**config.mk**
```make
export PLATFORM = sky130hd
export DESIGN_NAME = spi_cmd_bridge
export DESIGN_NICKNAME = d
export VERILOG_FILES = /design/src/rtl/spi_cmd_bridge.sv
export SDC_FILE = /design/constraint.sdc
export NUM_CORES = 1
export LEC_CHECK = 0
export ABC_AREA = 1
export CAP_MARGIN = 20
export CORE_ASPECT_RATIO = 2
export CORE_MARGIN = 1.5
export CORE_UTILIZATION = 35
export DETAILED_ROUTE_END_ITERATION = 10
export GPL_ROUTABILITY_DRIVEN = 0
export SLEW_MARGIN = 20
export SYNTH_ARGS = -nofsm -noshare
export SYNTH_HDL_FRONTEND = slang
export SYNTH_SLANG_ARGS = --single-unit
export TNS_END_PERCENT = 5
```
**constraint.sdc**
```tcl
create_clock -name clk -period 5 [get_ports clk]
set_input_delay 0.75 -clock clk [delete_from_list [all_inputs] [get_ports clk]]
set_output_delay 0.75 -clock clk [all_outputs]
set_load 0.005 [all_outputs]
```
**src/rtl/spi_cmd_bridge.sv**
```systemverilog
// spi_cmd_bridge: parses command frames arriving from an SPI slave byte
// stream, executes byte reads/writes on a local bus, and returns read data
// and status bytes through a small response FIFO to the SPI send path.
module spi_cmd_bridge #(
    parameter int ADDR_W     = 16,
    parameter int FIFO_DEPTH = 4,
    parameter int TIMEOUT    = 65535
) (
    input  logic              clk,
    input  logic              reset_n,
    input  logic              rx_valid,
    input  logic [7:0]        rx_data,
    output logic [7:0]        tx_data,
    output logic              tx_load,
    input  logic              tx_busy,
    output logic              bus_req,
    output logic              bus_we,
    output logic [ADDR_W-1:0] bus_addr,
    output logic [7:0]        bus_wdata,
    input  logic [7:0]        bus_rdata,
    input  logic              bus_ack,
    output logic [2:0]        err,
    output logic              idle
);

    localparam int PTR_W = (FIFO_DEPTH > 1) ? $clog2(FIFO_DEPTH) : 1;
    localparam int LVL_W = PTR_W + 1;
    localparam int TMO_W = $clog2(TIMEOUT + 1);

    localparam logic [7:0] OP_WRITE  = 8'h01;
    localparam logic [7:0] OP_READ   = 8'h02;
    localparam logic [7:0] OP_STATUS = 8'h03;

    typedef enum logic [2:0] {
        IDLE, ADDR_HI, ADDR_LO, LEN, WDATA, WBUS, RBUS, DISCARD
    } state_t;

    state_t              state_reg, state_next;
    logic                is_write_reg, is_write_next;
    logic [7:0]          addr_hi_reg, addr_hi_next;
    logic [ADDR_W-1:0]   addr_reg, addr_next;
    logic [8:0]          cnt_reg, cnt_next;
    logic [7:0]          wdata_reg, wdata_next;
    logic                bus_req_reg, bus_req_next;
    logic [2:0]          err_reg, err_next;
    logic [TMO_W-1:0]    tmo_reg, tmo_next;
    logic [PTR_W-1:0]    wr_ptr_reg, wr_ptr_next;
    logic [PTR_W-1:0]    rd_ptr_reg, rd_ptr_next;
    logic [LVL_W-1:0]    level_reg, level_next;
    logic [7:0]          tx_data_reg;
    logic                tx_load_reg;
    logic                load_d1_reg;

    logic [7:0]          fifo_mem [FIFO_DEPTH];

    logic                ack_take;
    logic                fifo_full;
    logic                pop;
    logic                can_push;
    logic                push_req;
    logic                push_ok;
    logic [7:0]          push_data;
    logic [4:0]          level_sat;
    logic [15:0]         frame_addr;

    assign ack_take   = bus_ack && bus_req_reg;
    assign fifo_full  = (level_reg == LVL_W'(FIFO_DEPTH));
    // Load the SPI only when it is free and no load happened in the last two
    // cycles, since its busy flag appears one cycle after a load.
    assign pop        = (level_reg != '0) && !tx_busy && !tx_load_reg && !load_d1_reg;
    assign can_push   = !fifo_full || pop;
    assign push_ok    = push_req && can_push;
    assign level_sat  = (32'(level_reg) > 31) ? 5'd31 : 5'(level_reg);
    assign frame_addr = {addr_hi_reg, rx_data};

    // Frame parser, bus sequencing, timeout and error bookkeeping.
    always_comb begin
        state_next    = state_reg;
        is_write_next = is_write_reg;
        addr_hi_next  = addr_hi_reg;
        addr_next     = addr_reg;
        cnt_next      = cnt_reg;
        wdata_next    = wdata_reg;
        err_next      = err_reg;
        tmo_next      = tmo_reg;
        push_req      = 1'b0;
        push_data     = 8'h00;

        case (state_reg)
            IDLE: begin
                if (rx_valid) begin
                    if (rx_data == OP_WRITE || rx_data == OP_READ) begin
                        is_write_next = (rx_data == OP_WRITE);
                        state_next    = ADDR_HI;
                    end else if (rx_data == OP_STATUS) begin
                        push_req  = 1'b1;
                        push_data = {err_reg, level_sat};
                        // Errors are only cleared once the status actually got queued.
                        if (can_push) begin
                            err_next = 3'b000;
                        end
                    end else begin
                        err_next[0] = 1'b1;
                        state_next  = DISCARD;
                    end
                end
            end
            ADDR_HI: begin
                if (rx_valid) begin
                    addr_hi_next = rx_data;
                    state_next   = ADDR_LO;
                end
            end
            ADDR_LO: begin
                if (rx_valid) begin
                    addr_next  = frame_addr[ADDR_W-1:0];
                    state_next = LEN;
                end
            end
            LEN: begin
                if (rx_valid) begin
                    // A length byte of zero encodes 256 transfers.
                    cnt_next   = {(rx_data == 8'h00), rx_data};
                    state_next = is_write_reg ? WDATA : RBUS;
                end
            end
            WDATA: begin
                if (rx_valid) begin
                    wdata_next = rx_data;
                    state_next = WBUS;
                end
            end
            WBUS: begin
                if (rx_valid) begin
                    err_next[1] = 1'b1;
                end
                if (ack_take) begin
                    addr_next  = addr_reg + ADDR_W'(1);
                    cnt_next   = cnt_reg - 9'd1;
                    state_next = (cnt_reg == 9'd1) ? IDLE : WDATA;
                end
            end
            RBUS: begin
                if (rx_valid) begin
                    err_next[1] = 1'b1;
                end
                if (ack_take) begin
                    push_req   = 1'b1;
                    push_data  = bus_rdata;
                    addr_next  = addr_reg + ADDR_W'(1);
                    cnt_next   = cnt_reg - 9'd1;
                    state_next = (cnt_reg == 9'd1) ? IDLE : RBUS;
                end
            end
            DISCARD: begin
            end
            default: begin
                state_next = IDLE;
            end
        endcase

        // Inter-byte timeout; bus phases do not count, and a byte arriving in
        // the expiry cycle takes precedence over the abort.
        if (rx_valid || state_reg == IDLE) begin
            tmo_next = '0;
        end else if (state_reg != WBUS && state_reg != RBUS) begin
            if (tmo_reg == TMO_W'(TIMEOUT)) begin
                state_next = IDLE;
                tmo_next   = '0;
                if (state_reg != DISCARD) begin
                    err_next[2] = 1'b1;
                end
            end else begin
                tmo_next = tmo_reg + TMO_W'(1);
            end
        end
    end

    // Bus request is registered so it rises the cycle after entering a bus
    // state, holds until acknowledged, and is withheld for reads while full.
    always_comb begin
        if (bus_req_reg) begin
            bus_req_next = !bus_ack;
        end else begin
            bus_req_next = (state_reg == WBUS) || (state_reg == RBUS && !fifo_full);
        end
    end

    // Response FIFO pointer and occupancy bookkeeping.
    always_comb begin
        wr_ptr_next = wr_ptr_reg + PTR_W'(push_ok);
        rd_ptr_next = rd_ptr_reg + PTR_W'(pop);
        level_next  = level_reg + LVL_W'(push_ok) - LVL_W'(pop);
    end

    // Response storage; no reset so it maps onto plain RAM.
    always_ff @(posedge clk) begin
        if (push_ok) begin
            fifo_mem[wr_ptr_reg] <= push_data;
        end
    end

    // State and datapath registers with asynchronous reset.
    always_ff @(posedge clk or negedge reset_n) begin
        if (!reset_n) begin
            state_reg    <= IDLE;
            is_write_reg <= 1'b0;
            addr_hi_reg  <= 8'h00;
            addr_reg     <= '0;
            cnt_reg      <= 9'd0;
            wdata_reg    <= 8'h00;
            bus_req_reg  <= 1'b0;
            err_reg      <= 3'b000;
            tmo_reg      <= '0;
            wr_ptr_reg   <= '0;
            rd_ptr_reg   <= '0;
            level_reg    <= '0;
            tx_data_reg  <= 8'h00;
            tx_load_reg  <= 1'b0;
            load_d1_reg  <= 1'b0;
        end else begin
            state_reg    <= state_next;
            is_write_reg <= is_write_next;
            addr_hi_reg  <= addr_hi_next;
            addr_reg     <= addr_next;
            cnt_reg      <= cnt_next;
            wdata_reg    <= wdata_next;
            bus_req_reg  <= bus_req_next;
            err_reg      <= err_next;
            tmo_reg      <= tmo_next;
            wr_ptr_reg   <= wr_ptr_next;
            rd_ptr_reg   <= rd_ptr_next;
            level_reg    <= level_next;
            tx_load_reg  <= pop;
            load_d1_reg  <= tx_load_reg;
            if (pop) begin
                tx_data_reg <= fifo_mem[rd_ptr_reg];
            end
        end
    end

    assign tx_data   = tx_data_reg;
    assign tx_load   = tx_load_reg;
    assign bus_req   = bus_req_reg;
    assign bus_we    = (state_reg == WBUS);
    assign bus_addr  = addr_reg;
    assign bus_wdata = wdata_reg;
    assign err       = err_reg;
    assign idle      = (state_reg == IDLE) && (level_reg == '0);

endmodule

```
### Wire density map, run 1

(3 px per µm) The die is cut into 19 by 37 equal tiles; white is low, dark blue is high, scaled to the fullest tile. Values are wire area over tile area, all layers added.
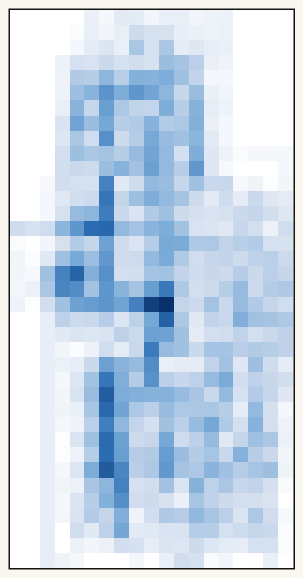
tiles over half the peak = 8.8%
nearly empty tiles = 19%
emptiest ninth of the die = upper right
densest ninth of the die = centre
mean over tiles = 0.13
fullest tile = 0.58
drt wl/cell: 14.9 µm
GRT Total Usage: 18.2%

### Met4 routing, run 1

(3 px per µm) Supply wires on this layer in grey.
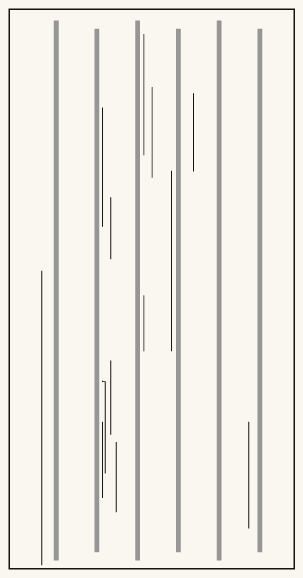
wire length on this layer = 472 µm
longest straight run = 97.9 µm
nets with wire on the layer = 12
main direction = vertical

==> metrics.csv, run 1 <==
stage;metric;value;unit
run_status;status;complete, no violations;
global_route;met1_usage;17.5;%
logic_synthesis;ys_ff;114;
die;die_x;94.5;µm
die;row_count;66;
final_timing;max_freq;337;MHz
worst_setup_path;reg2regPathDepth;12;
global_route;grtUsageMet2;34.9;%
cts;clock_latency;410;ps
power_and_ir_drop;irDropWorstVdd;227;µV
final_layout;mostFrequentLayoutCell;nand2_1;
logic_synthesis;top_cell;nand2_1;
cts;root_buffer;clkbuf_16;
power_and_ir_drop;switching_share;38.8;%
worst_setup_path;cp-startpoint;rx_data[0];
logic_synthesis;netlist_logic_family_top;simple AND/OR/NAND/NOR gates;
cts;cts-hold-fix-buffers;0;
final_timing;maxSlewViolCount;0;
worst_setup_path;cp-start-kind;input pin;
power_and_ir_drop;power_leader;combinational cells;
final_timing;rsz0062_at_grt;no;
die;core_region_area;16400;µm²
final_timing;relSlewSlack;47.7;%
logic_synthesis;compound_area_share;10.2;%
placed_design;io_buffer_count;59;
worst_setup_path;crit_path_end;level_reg[2]$_DFF_PN0_;
logic_synthesis;syn_area;5860;µm²
logic_synthesis;xor_share;2.24;%
final_layout;largest_reg_flops;32;
routing;drt-total-wl;14900;µm
power_and_ir_drop;p_per_area;597;nW/µm²
routing;drt_pass1_iterations;5;
final_timing;setup_tns;0;ps
logic_synthesis;top_cells_by_area;dfrtp_1 (35%), edfxtp_1 (16%), nand2_1 (11%), nor2_1 (8.1%), o21ai_0 (5.9%);
routing;antenna_left;0;
placed_design;post-dp-hpwl;11200;µm
routing;wl_met3;385;µm
worst_setup_path;critPathTopFamily;simple AND/OR/NAND/NOR gates;
cts;clk_path_buf_depth;2;
logic_synthesis;adder_share;2.05;%
placed_design;dpl.cell_count;970;
logic_synthesis;ff_type;dfrtp_1;
die;core_util_floorplan;35.8;%
worst_setup_path;cpMaxStageDelayCell;clkdlybuf4s50_1;
cts;cts_made_buffers;17;
final_timing;period_used_share;59.4;%
final_layout;final.fill_count;1655;
worst_setup_path;path_buffers;4;
power_and_ir_drop;powerClk;0.00117;W
logic_synthesis;synth-async-reset-ratio;71.9;%
logic_synthesis;top_cells_by_count;nand2_1 (179), nor2_1 (126), dfrtp_1 (82);
global_route;grt-busiest-layer;met2;
logic_synthesis;postSynthCellCount;720;
logic_synthesis;postSynthSeqShare;51.4;%
logic_synthesis;yosys_warnings;0;
final_timing;setup_viol;0;
final_timing;fin_skew;9.39;ps
die;io_pins;60;
worst_setup_path;timing.rr.start;state_reg[0]$_DFF_PN0_;
power_and_ir_drop;pg_comb;0.00163;W
power_and_ir_drop;p_int;0.00263;W
logic_synthesis;top_area_cell;dfrtp_1;
worst_setup_path;worstSetupPathType;input pin to flop;
routing;top_layer;met4;
worst_setup_path;cp_max_fo;6;
worst_setup_path;cp_num_cells;14;
global_route;grt_max_degree;47;
cts;cts_tree;done;
global_route;use_met3;3.88;%
logic_synthesis;syn_area_per_cell;8.14;µm²
final_layout;insertedDiodeCount;0;
logic_synthesis;top_area_share;35.0;%
global_route;antenna_found_initial;0;
die;die_h;186;µm
final_timing;tightest_slew;782;ps
routing;drtIter0Drc;276;
worst_setup_path;endpoint_kind;flop;
worst_setup_path;required;5300;ps
routing;drc_errors;0;
logic_synthesis;yosys_cells;720;
worst_setup_path;cpPeakStageDelay;550;ps
routing;route.met2.wl;8580;µm
worst_setup_path;reg2reg_slack;2490;ps
power_and_ir_drop;pwr-share-comb;37.9;%
power_and_ir_drop;seq_cell_power;0.00150;W
power_and_ir_drop;switchingPower;0.00167;W
cts;htree_levels;4;
power_and_ir_drop;p_leak;3.20;nW
worst_setup_path;cp_data_arrival_time;3270;ps
logic_synthesis;mux_area_share;0;%
run;maxCapViolCount;0;
final_layout;drive_gt1_share;7.64;%
final_timing;period_minus_slack;2970;ps
cts;clock-sinks;114;
final_layout;area_delta_synth_final;22.9;%
cts;clkTransAtPathRegs;50;ps
logic_synthesis;edf_count;32;
global_route;grt_pass1_vias;4786;
global_route;grt_overflow;0;
final_layout;instances_no_fill;1002;
final_timing;hold_viol;0;
worst_setup_path;cp_common_cell;nand2_1;
final_layout;mostFrequentLayoutCells;nand2_1 (179), nor2_1 (126), dfrtp_1 (82);
logic_synthesis;floorplan.nets;750;
routing;via_per_inst;4.86;
global_route;grt_pass1_wl;23700;µm
die;dieArea;17600;µm²
power_and_ir_drop;power_frac_seq;35.0;%
cts;post_cts_buffers;0;
logic_synthesis;yosys.area_share.simple;27.1;%
logic_synthesis;synth_cell_types;34;
logic_synthesis;ys_area;5860;µm²
worst_hold_path;hold_class;input pin to asynchronous set/reset pin;
run;openroad.warnings;27;
power_and_ir_drop;clkPwrFrac;27.2;%
routing;num_vias;4872;
final_layout;fin_nets;815;
worst_setup_path;path_cells;clkdlybuf4s50_1, nand2_1, inv_1, nand2_1, nor2_1, nand2_1, nand2_1, nand2_1, ha_1, inv_1, ha_1, inv_1, fa_1, xnor2_1;
worst_setup_path;r2r_end;level_reg[2]$_DFF_PN0_;
routing;wl_met1;5490;µm
cts;cts_resized;0;
### Layout detail, run 1

Window x 32 to 62, y 41 to 71 µm. Cells in grey, sequential cells in the stronger grey; small squares are vias.
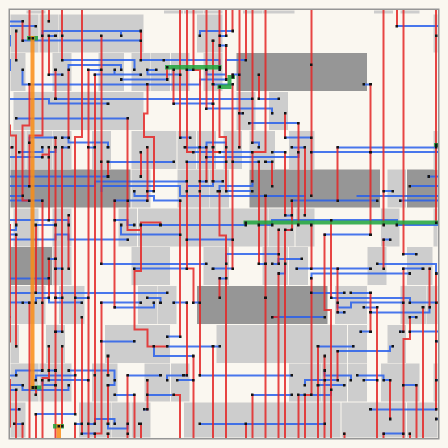
green -> metal 3
red -> metal 2
orange -> metal 4
blue -> metal 1
cells with their middle in the window = 72
netlist names of flops here include = `err` (3), `tmo_reg` (1)
sequential cells in the window = 4
most frequent = nand2_1 (17), inv_1 (12)

-- run 1: stage by stage --
| step | cell area [µm²] | power, W | util (%) | hold slack (ps) | setup WS, ps |
|---|---|---|---|---|---|
| after floorplan | 5860 | 0.00259 | - | 397 | 2500 |
| after global placement | 6620 | 0.00314 | 40.5 | 397 | 1580 |
| after detailed placement | 6620 | 0.00317 | 40.5 | 412 | 1500 |
| after CTS | 7190 | 0.00436 | 44.0 | 381 | 1940 |
| after global routing | 7200 | 0.00463 | 44.0 | 398 | 1730 |
| final | 7200 | 0.00430 | 44.0 | 358 | 2030 |
-- run 1: final cells by class --
class,count,area [µm²],share of cell area (%)
tap,204,255,3.54
sequential,114,3010,41.8
multi-input combinational,510,2450,34.0
timing repair buffer,63,618,8.58
clock inverter,13,138,1.91
clock buffer,19,433,6.01
inverter,79,297,4.12
### Selected gate families, run 1

(4 px per µm)
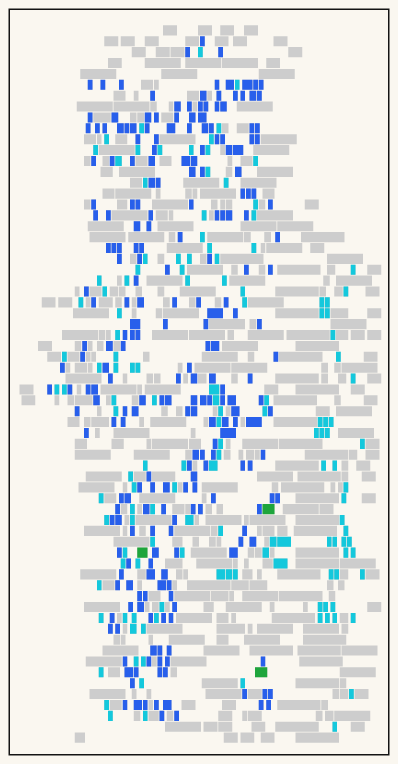

==> run 1 -> run 2 <==
==> constraint.sdc (replaced) <==
create_clock -name clk -period 2.5 [get_ports clk]
set_input_delay 0.375 -clock clk [delete_from_list [all_inputs] [get_ports clk]]
set_output_delay 0.375 -clock clk [all_outputs]
set_load 0.005 [all_outputs]
### Selected gate families, run 2

(4 px per µm)
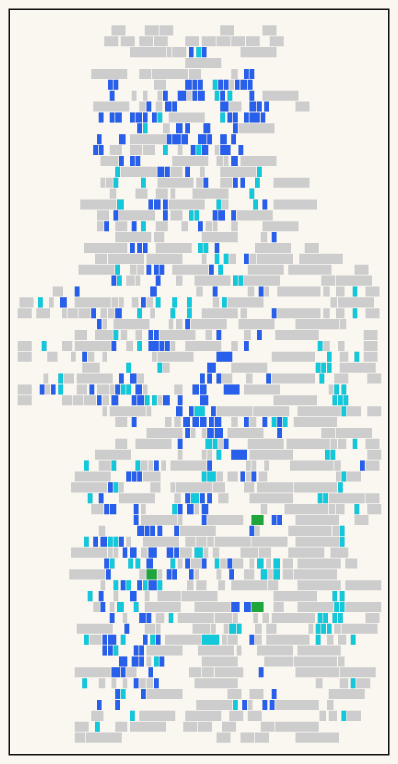
cyan -> nor cells  # cells 138
blue -> nand cells  # cells 243
green -> non-inverting ao/oa cells  # cells 3

==> metrics.csv, run 2 <==
stage;metric;value;unit
run_status;status;complete, no violations;
global_route;grtUsageMet2;34.1;%
final_layout;drive_gt1_share;10.3;%
final_timing;period_minus_slack;2370;ps
worst_hold_path;holdPathStages;0;
routing;wl_met3;457;µm
worst_setup_path;critPathTopFamily;buffers and inverters;
routing;wl_met1;5560;µm
final_layout;final_area;7420;µm²
logic_synthesis;top_cells_by_area;dfrtp_1 (35%), edfxtp_1 (16%), nand2_1 (11%), nor2_1 (8.1%), o21ai_0 (5.9%);
final_layout;final.fill_count;1624;
final_timing;max_freq;422;MHz
cts;cts_made_buffers;17;
routing;antenna_left;0;
logic_synthesis;postSynthCellCount;720;
power_and_ir_drop;switchingPower;0.00337;W
power_and_ir_drop;p_per_area;1190;nW/µm²
worst_setup_path;cp_max_fo;6;
global_route;grt-busiest-layer;met2;
cts;clock-sinks;114;
global_route;use_met3;4.08;%
cts;root_buffer;clkbuf_16;
final_layout;mostFrequentLayoutCell;nand2_1;
worst_setup_path;reg2reg_slack;250;ps
routing;drtIter0Drc;288;
final_timing;period_used_share;94.8;%
final_timing;setup_tns;0;ps
worst_setup_path;required;2120;ps
logic_synthesis;syn_area;5860;µm²
worst_setup_path;path_cells;nor2_2, nand2_1, buf_4, nor4_2, clkdlybuf4s50_1;
logic_synthesis;postSynthSeqShare;51.4;%
final_timing;fin_skew;6.70;ps
logic_synthesis;netlist_logic_family_top;simple AND/OR/NAND/NOR gates;
routing;top_layer;met4;
logic_synthesis;yosys.area_share.simple;27.1;%
worst_setup_path;cpMaxStageDelayCell;clkdlybuf4s50_1;
logic_synthesis;mux_area_share;0;%
cts;clock_latency;420;ps
global_route;grt_max_degree;48;
final_layout;combGateArea;2450;µm²
routing;via_per_inst;4.85;
logic_synthesis;edf_count;32;
power_and_ir_drop;power_frac_seq;34.0;%
global_route;grt_usage;18.1;%
run;openroad.warnings;27;
worst_hold_path;hold_class;flop to flop;
global_route;met1_usage;18.5;%
logic_synthesis;adder_share;2.05;%
die;core_util_floorplan;35.8;%
logic_synthesis;ys_ff;114;
power_and_ir_drop;seq_cell_power;0.00299;W
placed_design;place_area;6810;µm²
die;die_x;94.5;µm
logic_synthesis;floorplan.nets;750;
worst_setup_path;cp-start-kind;flop;
final_timing;setup_viol;0;
final_layout;insertedDiodeCount;0;
logic_synthesis;xor_share;2.24;%
worst_hold_path;whs_endpoint;load_d1_reg$_DFF_PN0_;
cts;clk_path_buf_depth;2;
power_and_ir_drop;powerClk;0.00246;W
cts;cts_tree;done;
final_layout;fin_nets;839;
final_layout;final_util;45.4;%
logic_synthesis;top_cell;nand2_1;
power_and_ir_drop;pwr-share-comb;38.1;%
logic_synthesis;synth_cell_types;34;
power_and_ir_drop;switching_share;38.2;%
worst_setup_path;timing.rr.start;state_reg[0]$_DFF_PN0_;
worst_setup_path;crit_path_end;idle;
die;dieArea;17600;µm²
worst_setup_path;cp-startpoint;state_reg[0]$_DFF_PN0_;
routing;wl_per_cell;14.2;µm
logic_synthesis;ys_area;5860;µm²
worst_setup_path;cp_data_arrival_time;1990;ps
final_timing;tightest_slew;565;ps
placed_design;post-place-ws;-162;ps
worst_setup_path;path_buffers;2;
die;row_count;66;
power_and_ir_drop;p_int;0.00544;W
final_timing;rsz0062_at_grt;no;
logic_synthesis;syn_area_per_cell;8.14;µm²
worst_setup_path;worstSetupPathType;flop to output pin;
logic_synthesis;top_area_share;35.0;%
final_timing;relSlewSlack;62.2;%
global_route;grt_pass1_wl;24000;µm
die;core_region_area;16400;µm²
routing;route.met2.wl;8140;µm
global_route;antenna_found_initial;0;
global_route;grt_overflow;0;
worst_hold_path;min_from;tx_load$_DFF_PN0_;
routing;drt-total-wl;14500;µm
die;io_pins;60;
final_layout;mostFrequentLayoutCells;nand2_1 (179), nor2_1 (125), dfrtp_1 (82);
logic_synthesis;synth-async-reset-ratio;71.9;%
routing;drt_pass1_iterations;5;
power_and_ir_drop;irDropWorstVdd;448;µV
global_route;grt_pass1_vias;4990;
worst_setup_path;r2r_end;level_reg[1]$_DFF_PN0_;
routing;drc_errors;0;
logic_synthesis;top_area_cell;dfrtp_1;
worst_setup_path;cp_num_cells;5;
power_and_ir_drop;p_leak;3.33;nW
power_and_ir_drop;power_leader;combinational cells;
final_layout;flop_area;3010;µm²
logic_synthesis;top_cells_by_count;nand2_1 (179), nor2_1 (126), dfrtp_1 (82);
logic_synthesis;compound_area_share;10.2;%
placed_design;post-dp-hpwl;10900;µm
final_timing;hold_viol;0;
power_and_ir_drop;pg_comb;0.00335;W
power_and_ir_drop;clkPwrFrac;27.9;%
placed_design;io_buffer_count;59;
logic_synthesis;ff_type;dfrtp_1;
final_layout;area_delta_synth_final;26.6;%
logic_synthesis;yosys_warnings;0;
logic_synthesis;yosys_cells;720;
final_layout;largest_reg_flops;32;
worst_setup_path;reg2regPathDepth;12;
worst_setup_path;cpPeakStageDelay;540;ps
routing;num_vias;4980;
worst_setup_path;endpoint_kind;output pin;
final_timing;timing.final.ws_setup;130;ps
cts;htree_levels;4;
cts;clkTransAtPathRegs;50;ps
final_timing;fin_worst_hold_slack;405;ps
run;maxCapViolCount;0;
die;die_h;186;µm
final_timing;maxSlewViolCount;0;
### Layout detail, run 2

Window x 32 to 62, y 41 to 71 µm. Cells in grey, sequential cells in the stronger grey; small squares are vias.
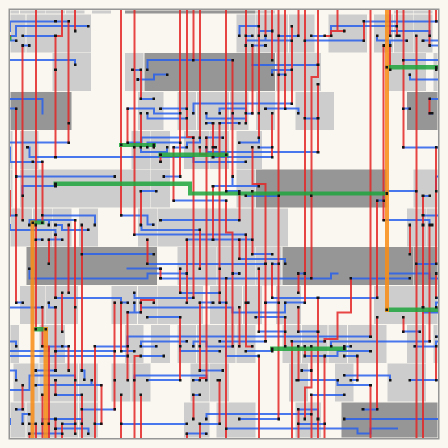
orange -> metal 4
blue -> metal 1
red -> metal 2
green -> metal 3
netlist names of flops here include = `err` (2)
most frequent = nand2_1 (22), inv_1 (12), buf_4 (10)
sequential cells in the window = 5
cells with their middle in the window = 82

-- run 2: layout make-up --
cell class | count | share of cell area (%)
inverters | 79 | 4.00
clock inverters | 13 | 2.18
repair buffers | 87 | 11.0
clock buffers | 19 | 5.83
multi-input cells | 510 | 33.0
flip-flops and latches | 114 | 40.6
well taps | 204 | 3.44
-- run 2: per-stage QoR --
step | std cells | total power [W]
2_1_floorplan | 720 | 0.00518
3_3_place_gp | 993 | 0.00634
3_5_place_dp | 993 | 0.00640
4_1_cts | 1026 | 0.00890
5_1_grt | 1026 | 0.00950
6_report | 1026 | 0.00880
-- run 2: what timing repair did --
action,CTS,global route
buffers inserted,0,0
hold buffers,1,0
hold endpoints to repair,35,0
gates resized,1,1
setup endpoints to repair,1,1
No activity file was given, so power comes from the tool's default toggle rates.
